==> config.mk <==
export PLATFORM = sky130hd
export DESIGN_NAME = fetch_stage
export DESIGN_NICKNAME = d
export VERILOG_FILES = /design/src/rtl/fetch_stage.sv
export SDC_FILE = /design/constraint.sdc
export NUM_CORES = 1
export LEC_CHECK = 0
export CAP_MARGIN = 5
export CORE_ASPECT_RATIO = 0.6
export CORE_MARGIN = 1.5
export CORE_UTILIZATION = 28
export CTS_CLUSTER_DIAMETER = 40
export CTS_CLUSTER_SIZE = 16
export DETAILED_ROUTE_END_ITERATION = 12
export GPL_TIMING_DRIVEN = 0
export PLACE_DENSITY = 0.48
export SYNTH_ARGS = -nofsm -noshare
export SYNTH_HDL_FRONTEND = slang
export SYNTH_SLANG_ARGS = --single-unit
==> constraint.sdc <==
create_clock -name CLK -period 12.15 [get_ports CLK]
set_clock_uncertainty 0.2 [all_clocks]
set_input_delay 2.43 -clock CLK [delete_from_list [all_inputs] [get_ports CLK]]
set_output_delay 2.43 -clock CLK [all_outputs]
set_load 0.03 [all_outputs]
==> src/rtl/fetch_stage.sv <==
// Instruction-fetch stage: owns the PC, requests imem words and queues them with their PC for decode.
// Optional FETCH_PERF_EN adds saturating fetch_cnt / bubble_cnt counters.
module fetch_stage #(
    parameter logic [31:0] PC_RESET = 32'h0000_0000,
    parameter int unsigned DEPTH    = 2
) (
    input  logic        CLK,
    input  logic        RST,
    input  logic        ihit,
    input  logic [31:0] iload,
    output logic        iREN,
    output logic [31:0] iaddr,
    input  logic        stall,
    input  logic        redirect,
    input  logic [31:0] redirect_pc,
    input  logic        halt,
    output logic [31:0] instru,
    output logic [31:0] PC,
    output logic [31:0] nPC,
    output logic        deen,
    output logic        flush
`ifdef FETCH_PERF_EN
    ,
    output logic [31:0] fetch_cnt,
    output logic [31:0] bubble_cnt
`endif
);

    localparam int unsigned PTR_W = $clog2(DEPTH);
    localparam int unsigned CNT_W = PTR_W + 1;
    localparam logic [CNT_W-1:0] FULL = CNT_W'(DEPTH);

    function automatic logic [31:0] pc_inc(input logic [31:0] pc);
        return pc + 32'd4;
    endfunction

    logic [31:0]      pc_q, pc_d;
    logic [PTR_W-1:0] wr_ptr_q, wr_ptr_d;
    logic [PTR_W-1:0] rd_ptr_q, rd_ptr_d;
    logic [CNT_W-1:0] count_q, count_d;
    logic             halted_q, halted_d;
    logic [63:0]      buf_q [DEPTH];
    logic [63:0]      buf_d [DEPTH];
    logic [63:0]      head;
    logic             not_empty;
    logic             push;

    always_comb begin
        not_empty = (count_q != '0);
        deen      = not_empty & ~stall & ~redirect;
        // deen in the request term lets a full buffer push and pop on the same edge
        iREN      = ~halted_q & ~RST & ((count_q < FULL) | deen);
        push      = iREN & ihit & ~redirect;
        flush     = redirect;
        iaddr     = pc_q;
        head      = buf_q[rd_ptr_q];
        instru    = not_empty ? head[63:32] : 32'h0;
        PC        = not_empty ? head[31:0] : 32'h0;
        nPC       = not_empty ? pc_inc(head[31:0]) : 32'h0;
    end

    always_comb begin
        buf_d    = buf_q;
        pc_d     = pc_q;
        wr_ptr_d = wr_ptr_q;
        rd_ptr_d = rd_ptr_q;
        count_d  = count_q;
        // deen is already low under redirect, so a wrong-path halt can never latch
        halted_d = halted_q | (halt & deen);
        if (redirect) begin
            pc_d     = redirect_pc;
            wr_ptr_d = '0;
            rd_ptr_d = '0;
            count_d  = '0;
        end else begin
            if (push) begin
                buf_d[wr_ptr_q] = {iload, pc_q};
                wr_ptr_d        = wr_ptr_q + 1'b1;
                pc_d            = pc_inc(pc_q);
            end
            if (deen) begin
                rd_ptr_d = rd_ptr_q + 1'b1;
            end
            case ({push, deen})
                2'b10:   count_d = count_q + 1'b1;
                2'b01:   count_d = count_q - 1'b1;
                default: count_d = count_q;
            endcase
        end
    end

    always_ff @(posedge CLK) begin
        if (RST) begin
            pc_q     <= PC_RESET;
            wr_ptr_q <= '0;
            rd_ptr_q <= '0;
            count_q  <= '0;
            halted_q <= 1'b0;
        end else begin
            pc_q     <= pc_d;
            wr_ptr_q <= wr_ptr_d;
            rd_ptr_q <= rd_ptr_d;
            count_q  <= count_d;
            halted_q <= halted_d;
        end
        buf_q <= buf_d;
    end

`ifdef FETCH_PERF_EN
    function automatic logic [31:0] sat_inc(input logic [31:0] v);
        return (v == 32'hFFFF_FFFF) ? v : v + 32'd1;
    endfunction

    logic [31:0] fetch_cnt_q, fetch_cnt_d;
    logic [31:0] bubble_cnt_q, bubble_cnt_d;

    always_comb begin
        fetch_cnt_d  = push ? sat_inc(fetch_cnt_q) : fetch_cnt_q;
        bubble_cnt_d = (~deen & ~halted_q) ? sat_inc(bubble_cnt_q) : bubble_cnt_q;
    end

    always_ff @(posedge CLK) begin
        if (RST) begin
            fetch_cnt_q  <= 32'h0;
            bubble_cnt_q <= 32'h0;
        end else begin
            fetch_cnt_q  <= fetch_cnt_d;
            bubble_cnt_q <= bubble_cnt_d;
        end
    end

    assign fetch_cnt  = fetch_cnt_q;
    assign bubble_cnt = bubble_cnt_q;
`endif

endmodule

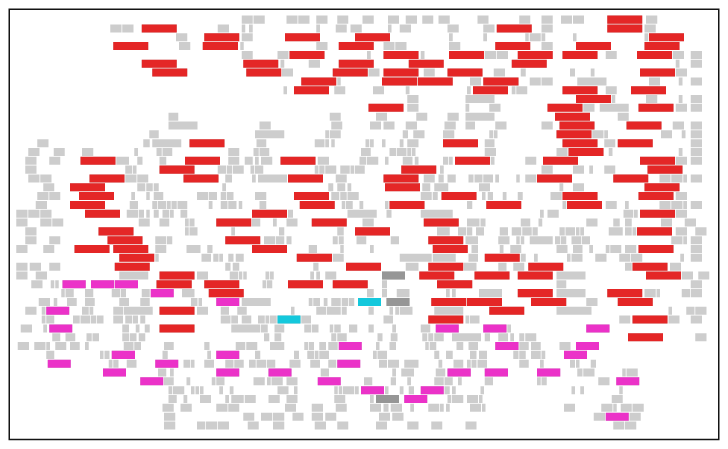
*Register map, names as in the netlist, run 1*
Other sequential cells in the stronger gray, the rest of the logic in the fainter gray.
`count_q` -> cyan  # sequential cells 2
`buf_q` -> red  # sequential cells 128
`iaddr` -> magenta  # sequential cells 32, where a band across the bottom
not colored = 3
fin util: 39.7%
seq pwr: 0.644 mW

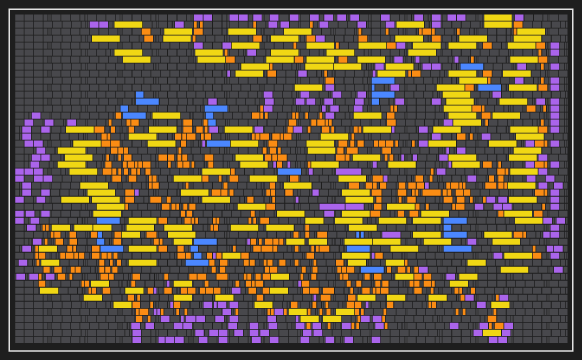
*Placed cells, one color a class, run 1*
Fill, decap, tap and diode cells in gray.
flip-flops -> yellow  # cells 165, share of their area 44%
all other logic -> orange  # cells 470, share of their area 29%
clock drivers and dummy loads -> blue  # cells 31, share of their area 5.3%
other buffers and delay cells -> purple  # cells 242, share of their area 22%
row count: 47
Finished Cell Area: 10,900 µm²
core area: 27,500 µm²
sequential share of cell area: 42.0%

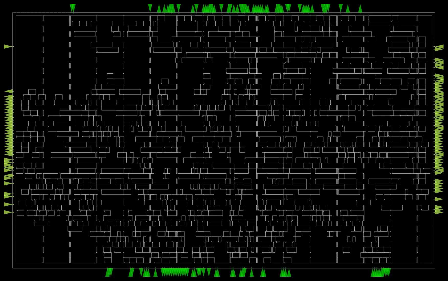
*Cell placement, run 1*
flop count: 165
Tap Count: 367
FILL cells: 2,703

==> results.toml, run 1 <==
# physical design summary
[global_route]
grt_pass1_vias = 5899
grt_max_degree = 25
gr-usage-met1_pct = 27.7
grtUsageTotal_pct = 18.0
antenna_found_initial = 0
grtUsageMet2_pct = 25.3
grt-ovfl-total = 0
grt_pass1_wl_mm = 37.9

[pwr]
internal_power_mw = 0.966
comb_power_mw = 0.128
power_frac_comb_pct = 9.9
switching_share_pct = 25.2
clock_power_mw = 0.519
top_power_group = "registers"
pwr_density_cell_nw_per_um2 = 118
p_leak_nw = 3.45
clock_power_share_pct = 40.2
pwr-share-seq_pct = 49.9

[placed_design]
gp_congestion = 0.788
dp.cells = 1243

[final_timing]
relSlewSlack_pct = 41.7
drv_slew = 0
fin_crit_ns = 7.54
setup_viol = 0
finalSetupTns_ns = 0
rsz0062_at_grt = "false"
worst_pin_slew_ns = 0.872

[logic_synthesis]
edf_count = 128
fp_nets = 746
yosys_warnings = 0
ys_area_um2 = 7790
synth.mux.area_fraction_pct = 8.98
top_area_share_pct = 49.4
aoi_share_pct = 6.56
synth_cell_type_count = 53
simple_gate_area_share_pct = 18.1
ys_seq_share_pct = 58.9
avgSynthCellArea_um2 = 11.6
topCombFamilyByArea = "simple AND/OR/NAND/NOR gates"
synthFlopType = "edfxtp_1"
top_cells_by_area = "edfxtp_1, dfxtp_1, mux2i_1"
ys_ff = 165
ys_async_sr_fraction_pct = 0
yosysCellCount = 673

[layout]
seq_area_um2 = 4580
dominant_cells = "sequential cells"
layout.cells.non_filler = 1275
inv_count = 4
comb_area_um2 = 3020
final-clk-cell-share_pct = 5.05
layout_top_cell = "clkdlybuf4s50_1"
nets = 969
mostFrequentLayoutCells = "clkdlybuf4s50_1, edfxtp_1, nor2_1"
drive_gt1_share_pct = 7.16

[run]
warning_count = 26
max_cap_viol_count = 0

[routing]
ant_nets = 0
route.met3.wl_mm = 1.34
drt-initial-drc-count = 388
dr.max_layer_used = "met4"
wl_met2_mm = 10.7
wl_per_cell_um = 20.2
wl_mm = 25.8

[min_path]
hp-start = "iaddr[1]"
worstHoldPathType = "flip-flop to flip-flop"
min_path_cells = 0

[critical_path]
cp-start-kind = "flip-flop"
crit_path_max_fanout = 10
r2r-end = "rd_ptr_q"
rr_worst_depth = 8
r2r-start = "rd_ptr_q"
cp.arrival_ns = 4.91

[clocking]
numCtsBuffers = 17
cts.clk_slew.worst_paths_ns = 0.07
cts_sinks = 165
cts_tree = "built"
cts_setup_buffers = 0
root_buffer = "clkbuf_16"

[floorplanning]
fp_util_pct = 28.4
die-height_um = 132

[outcome]
outcome = "finished clean"
## run 1: cell usage after synthesis (2+ instances only)
library cell and instances:
edfxtp_1 128, nor2_1 107, mux2i_1 62, nand2_1 45, dfxtp_1 37, nand3_1 31, xnor2_1 22, clkbuf_1 19
nand4_1 19, a211oi_1 18, xor2_1 18, o21ai_0 17, a21oi_1 11, nor3_1 11, nor4_1 11, nand3b_1 10
and2_1 9, and3_1 8, buf_2 8, mux2_2 7, o31ai_1 6, and4_1 5, buf_1 5, a22oi_1 4
buf_4 4, inv_1 4, o31a_1 4, or3_1 4, ha_1 3, nand4b_1 3, nor3b_1 3, a21boi_0 2
a221oi_1 2, a222oi_1 2, a311oi_1 2, buf_6 2, nand3_2 2, nor4_2 2, or2_2 2
## run 1: sequential cells by signal (all words and copies together) (netlist names)
name	count
count_q	2
buf_q	128
rd_ptr_q	1
wr_ptr_q	1
halted_q	1
iaddr	32
## run 1: stage by stage
stage | area (µm²) | hold slack [ns] | utilization [%] | setup WS, ns
final | 10900 | 0.303 | 39.7 | 4.61
after CTS | 10900 | 0.316 | 39.7 | 4.70
after global routing | 10900 | 0.336 | 39.7 | 4.41
after detailed placement | 10300 | 0.294 | 37.7 | 4.79
after global placement | 10200 | 0.300 | 37.3 | 2.28
after floorplan | 7790 | 0.289 | - | 5.57
## run 1: critical path, cell delays in order (launching register included)
cell and delay (ns):
dfxtp_1 0.32, buf_6 0.12, buf_4 0.17, buf_2 0.32, buf_2 0.43, mux2_2 0.30, ha_1 0.30, a21boi_0 0.68
nand2_1 0.40, o31a_1 0.39, nor3_1 0.28, clkdlybuf4s50_1 0.75
## run 1: cells by family after synthesis
group                      after synthesis
muxes                                   69
AOI/OAI and AO/OA                       74
adders and majority gates                3
DFF                                    165
buffers and inverters                   42
and+or+nand+nor                        280
xor gates and xnor gates                40
--- run 2 (diff from run 1) ---
==> constraint.sdc (replaced) <==
create_clock -name CLK -period 7.2 [get_ports CLK]
set_clock_uncertainty 0.2 [all_clocks]
set_input_delay 1.44 -clock CLK [delete_from_list [all_inputs] [get_ports CLK]]
set_output_delay 1.44 -clock CLK [all_outputs]
set_load 0.03 [all_outputs]
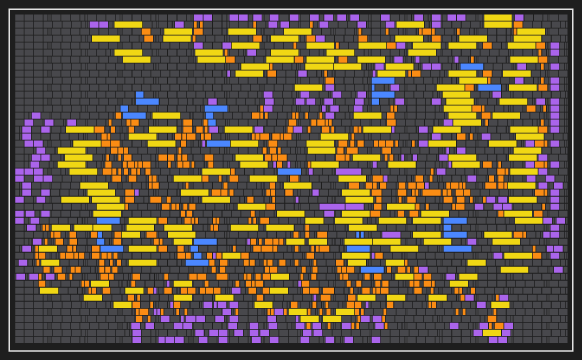
*Placed cells, one color a class, run 2*
Fill, decap, tap and diode cells in gray.
all other logic -> orange  # cells 470, share of their area 29%
clock drivers and dummy loads -> blue  # cells 31, share of their area 5.3%
flip-flops -> yellow  # cells 165, share of their area 44%
other buffers and delay cells -> purple  # cells 242, share of their area 22%

==> results.toml, run 2 <==
# physical design summary
[outcome]
outcome = "finished clean"

[pwr]
internal_power_mw = 1.63
pwr-share-seq_pct = 49.9
comb_power_mw = 0.217
power_frac_comb_pct = 9.9
clock_power_mw = 0.876
p_leak_nw = 3.45
switching_share_pct = 25.2
clock_power_share_pct = 40.2
seq_power_mw = 1.09

[logic_synthesis]
edf_count = 128
fp_nets = 746
synth_cell_type_count = 53
ys_async_sr_fraction_pct = 0
ys_seq_share_pct = 58.9
synth_top_cell_by_count = "edfxtp_1"
avgSynthCellArea_um2 = 11.6
top_cells_by_area = "edfxtp_1, dfxtp_1, mux2i_1"
simple_gate_area_share_pct = 18.1
common_cells = "edfxtp_1, nor2_1, mux2i_1, nand2_1, dfxtp_1"
ys_ff = 165
yosysCellCount = 673
aoi_share_pct = 6.56
top_area_share_pct = 49.4

[layout]
design_area_um2 = 10900
mostFrequentLayoutCells = "clkdlybuf4s50_1, edfxtp_1, nor2_1"
layout_top_cell = "clkdlybuf4s50_1"
comb_area_um2 = 3020
layout.cells.non_filler = 1275
seq_area_um2 = 4580
drive_gt1_share_pct = 7.16
nets = 969
largest_reg_flops = 128
max_flop_register = "buf_q"
fillers = 2703

[critical_path]
crit_path_max_fanout = 10
r2r-start = "rd_ptr_q"
rr_worst_depth = 8
cp-start-kind = "flip-flop"
cp_slowest_cell = "clkdlybuf4s50_1"
max_stage_delay_ns = 0.75
r2r-end = "rd_ptr_q"
cpMostUsedCell = "buf_2"

[global_route]
grt-ovfl-total = 0
grt_pass1_wl_mm = 37.9
grtUsageTotal_pct = 18.0
antenna_found_initial = 0
grt_pass1_vias = 5899

[run]
warning_count = 26

[clocking]
cts_setup_buffers = 0
root_buffer = "clkbuf_16"
cts_sinks = 165
cts.clk_slew.worst_paths_ns = 0.07
numCtsBuffers = 17
cts_tree = "built"

[final_timing]
rsz0062_at_grt = "false"
setup_ws_ns = 0.647
relSlewSlack_pct = 41.7
fin_crit_ns = 6.55
worst_pin_slew_ns = 0.872
holdWs_ns = 0.303
drv_slew = 0
finalSetupTns_ns = 0
setup_viol = 0

[floorplanning]
die-height_um = 132
fp_util_pct = 28.4
core_area_um2 = 27500

[placed_design]
place_area_um2 = 10300
gp_congestion = 0.788
dp.cells = 1243

[routing]
wl_per_cell_um = 20.2
ant_nets = 0
wl_mm = 25.8

[min_path]
hp-start = "iaddr[1]"
worstHoldPathType = "flip-flop to flip-flop"
## run 2: cell counts after synthesis
No cell type changed its count.
## run 2: layer usage
| layer | track usage, % | share of wire [%] | up-vias | wire length [µm] |
|---|---|---|---|---|
| met4 | 4.14 | 0.68 | 0 | 176 |
| met3 | 4.01 | 5.2 | 14 | 1340 |
| li1 | - | - | 2951 | - |
| met1 | 27.7 | 53 | 3055 | 13600 |
| met2 | 25.3 | 41 | 185 | 10700 |
| met5 | 0 | 0 | - | 0 |
## run 2: critical path: cells and delay by family, from the launching register on
family          cells  cell delay, ns
simple gates        2            0.68
compound gates      2            1.07
fa+ha+maj           1            0.30
flops               1            0.32
mux                 1            0.30
buf+inv             5            1.79
## run 2: logic make-up after synthesis
family	after synthesis
AOI/OAI and AO/OA	74
DFF	165
buffers and inverters	42
xor gates and xnor gates	40
muxes	69
adders and majority gates	3
and+or+nand+nor	280
## run 2: cell type report
class / count / area share [%]
sequential: 165 / 42.0
multi-input combinational: 466 / 27.7
timing repair buffer: 204 / 19.2
tap: 367 / 4.21
clock buffer: 18 / 3.94
buffer: 38 / 1.68
clock inverter: 13 / 1.11
inverter: 4 / 0.138
## run 2: how the worst max path moves through the flow
| stage | end | depth (start not counted) | start | slack (ns) |
|---|---|---|---|---|
| detailed placement | nPC[28] | 11 | rd_ptr_q | 1.25 |
| CTS | nPC[28] | 11 | rd_ptr_q | 0.74 |
| floorplan | buf_q[0] | 5 | redirect | 1.61 |
| finish | nPC[28] | 11 | rd_ptr_q | 0.65 |
| global route | nPC[28] | 11 | rd_ptr_q | 0.45 |
| global placement | buf_q[41] | 6 | redirect | -1.68 |
### Register map, names as in the netlist, run 2

Other sequential cells in the stronger gray, the rest of the logic in the fainter gray.
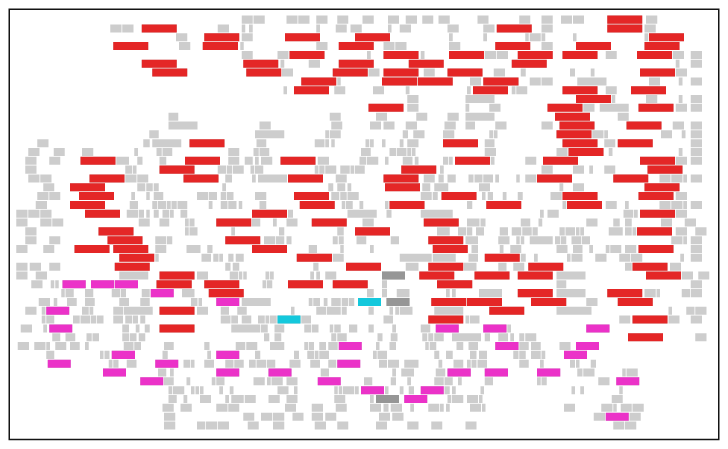

--- run 3 (diff from run 2) ---
--- a/config.mk
+++ b/config.mk
@@ -8,12 +8,13 @@
 export CAP_MARGIN = 5
 export CORE_ASPECT_RATIO = 0.6
 export CORE_MARGIN = 1.5
-export CORE_UTILIZATION = 28
+export CORE_UTILIZATION = 49
 export CTS_CLUSTER_DIAMETER = 40
 export CTS_CLUSTER_SIZE = 16
 export DETAILED_ROUTE_END_ITERATION = 12
 export GPL_TIMING_DRIVEN = 0
-export PLACE_DENSITY = 0.48
+export HOLD_SLACK_MARGIN = 0.06
+export PLACE_DENSITY = 0.77
 export SYNTH_ARGS = -nofsm -noshare
 export SYNTH_HDL_FRONTEND = slang
 export SYNTH_SLANG_ARGS = --single-unit
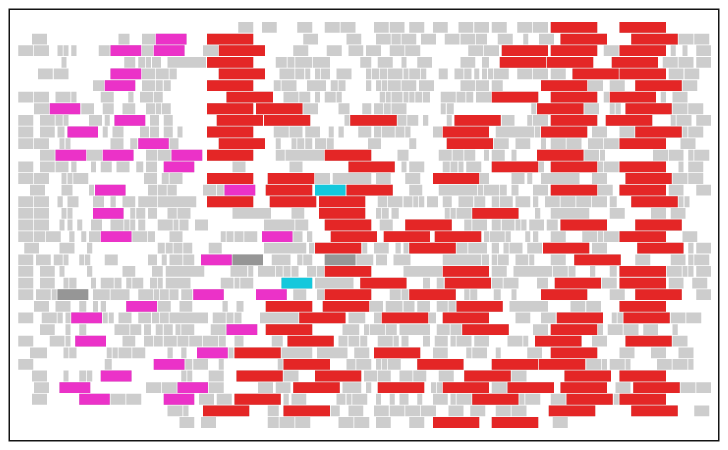
*Register map, names as in the netlist, run 3*
Other sequential cells in the stronger gray, the rest of the logic in the fainter gray.
`count_q` -> cyan  # sequential cells 2
`iaddr` -> magenta  # sequential cells 32, where a vertical strip on the left
`buf_q` -> red  # sequential cells 128
not colored = 3
fin util: 69.1%
seq pwr: 1.09 mW
sequential share of cell area: 42.9%
FF/Latch Area: 4580 µm²

==> results.toml, run 3 <==
# physical design summary
[floorplanning]
std_cell_rows = 35
die-height_um = 101
core_area_um2 = 15500
fp_util_pct = 50.4

[global_route]
grtUsageTotal_pct = 26.9
grt_max_degree = 30
grt_pass1_vias = 6248
busiest_layer = "met2"
grt-ovfl-total = 0
grt_pass1_wl_mm = 34.4
globalRouteMet3Util_pct = 5.46
grtUsageMet2_pct = 42.5

[critical_path]
cp_slowest_cell = "a21boi_0"
r2r-start = "rd_ptr_q"
rr_worst_depth = 8
cp-start-kind = "flip-flop"
path_cells = "buf_6, buf_4, buf_2, buf_2, mux2_2, ha_1, a21boi_0, nand3_2, nor4_1, mux2_2, clkdlybuf4s50_1"
max_stage_delay_ns = 0.67
crit_buf_inv = 5
crit_path_max_fanout = 10
cp.arrival_ns = 4.78
r2r-end = "rd_ptr_q"

[routing]
wl_per_cell_um = 20.2
ant_nets = 0
wl_met2_mm = 9.99
via_per_inst = 5.79
drt-initial-drc-count = 629
route.met3.wl_mm = 1.94
dr.max_layer_used = "met4"
wl_mm = 22.4

[clocking]
numCtsBuffers = 17
htree_levels = 4
root_buffer = "clkbuf_16"
cts_tree = "built"
cts.path.max_buffers = 2
cts_sinks = 165
cts_setup_buffers = 0
cts.clk_slew.worst_paths_ns = 0.07

[logic_synthesis]
fp_nets = 746
yosysCellCount = 673
edf_count = 128
synth_cell_type_count = 53
synth_top_cell_by_count = "edfxtp_1"
yosys_warnings = 0
top_area_share_pct = 49.4
top_cells_by_area = "edfxtp_1, dfxtp_1, mux2i_1"
common_cells = "edfxtp_1, nor2_1, mux2i_1, nand2_1, dfxtp_1"
synthFlopType = "edfxtp_1"
ys_area_um2 = 7790
avgSynthCellArea_um2 = 11.6
ys_seq_share_pct = 58.9

[final_timing]
relSlewSlack_pct = 3.25
setup_viol = 0
fin_crit_ns = 6.42
drv_slew = 0
worst_pin_slew_ns = 1.45
rsz0062_at_grt = "false"
holdWs_ns = 0.282

[layout]
comb_area_um2 = 3020
largest_reg_flops = 128
nets = 968
fillers = 1123
max_flop_register = "buf_q"
mostFrequentLayoutCells = "clkdlybuf4s50_1, edfxtp_1, nor2_1"
layout.cells.non_filler = 1111
drive_gt1_share_pct = 7.27

[pwr]
power_frac_comb_pct = 10.0
top_power_group = "registers"
internal_power_mw = 1.60
clock_power_mw = 0.832

[min_path]
hp-start = "iaddr[1]"
min_path_cells = 0
worstHoldPathType = "flip-flop to flip-flop"

[run]
warning_count = 26

[placed_design]
dp.cells = 1079
gp_congestion = 0.907

[outcome]
outcome = "finished clean"
run 3: cell counts after synthesis:
No cell type changed its count.
run 3: stage by stage:
stage	util, %	worst slack, ns	instance area [µm²]	TNS [ns]	power (mW)
after floorplan	-	1.61	7790	0	1.20
after global placement	64.9	-0.679	10000	-86.24	1.31
after detailed placement	65.6	1.29	10100	0	1.32
after CTS	69.1	0.835	10700	0	2.14
after global routing	69.1	0.555	10700	0	2.20
final	69.1	0.780	10700	0	2.14
run 3: cell families after synthesis:
kind of cell	Yosys count	share of synthesized area, %
and+or+nand+nor	280	18.1
DFF	165	58.9
AOI/OAI and AO/OA	74	6.56
muxes	69	8.98
buffers and inverters	42	2.54
xor gates and xnor gates	40	4.50
adders and majority gates	3	0.482
run 3: final cells by class:
class,instances,area share [%]
multi-input cells,466,28.3
repair buffers,203,19.5
plain buffers,38,1.71
clock inverters,15,1.16
well taps,203,2.38
clock buffers,17,3.98
inverters,4,0.141
flip-flops and latches,165,42.9
run 3: worst register-to-register path, cell delays in order, from the launching register on:
cell and delay, ns:
dfxtp_1 0.32, buf_6 0.12, buf_4 0.17, buf_2 0.31, buf_2 0.40, buf_2 0.36, buf_2 0.39, o21ai_0 0.16
a21oi_1 0.15
run 3: worst max path at each step:
| stage | startpoint | end | slack, ns | cells after the start |
|---|---|---|---|---|
| final | rd_ptr_q | nPC[26] | 0.78 | 11 |
| after global routing | rd_ptr_q | nPC[26] | 0.56 | 11 |
| after CTS | rd_ptr_q | nPC[26] | 0.84 | 11 |
| after detailed placement | rd_ptr_q | nPC[26] | 1.29 | 11 |
| after global placement | redirect | buf_q[106] | -0.68 | 6 |
| after floorplan | redirect | buf_q[0] | 1.61 | 5 |
Power figures rest on the tool's default switching activity, not on a simulated workload.
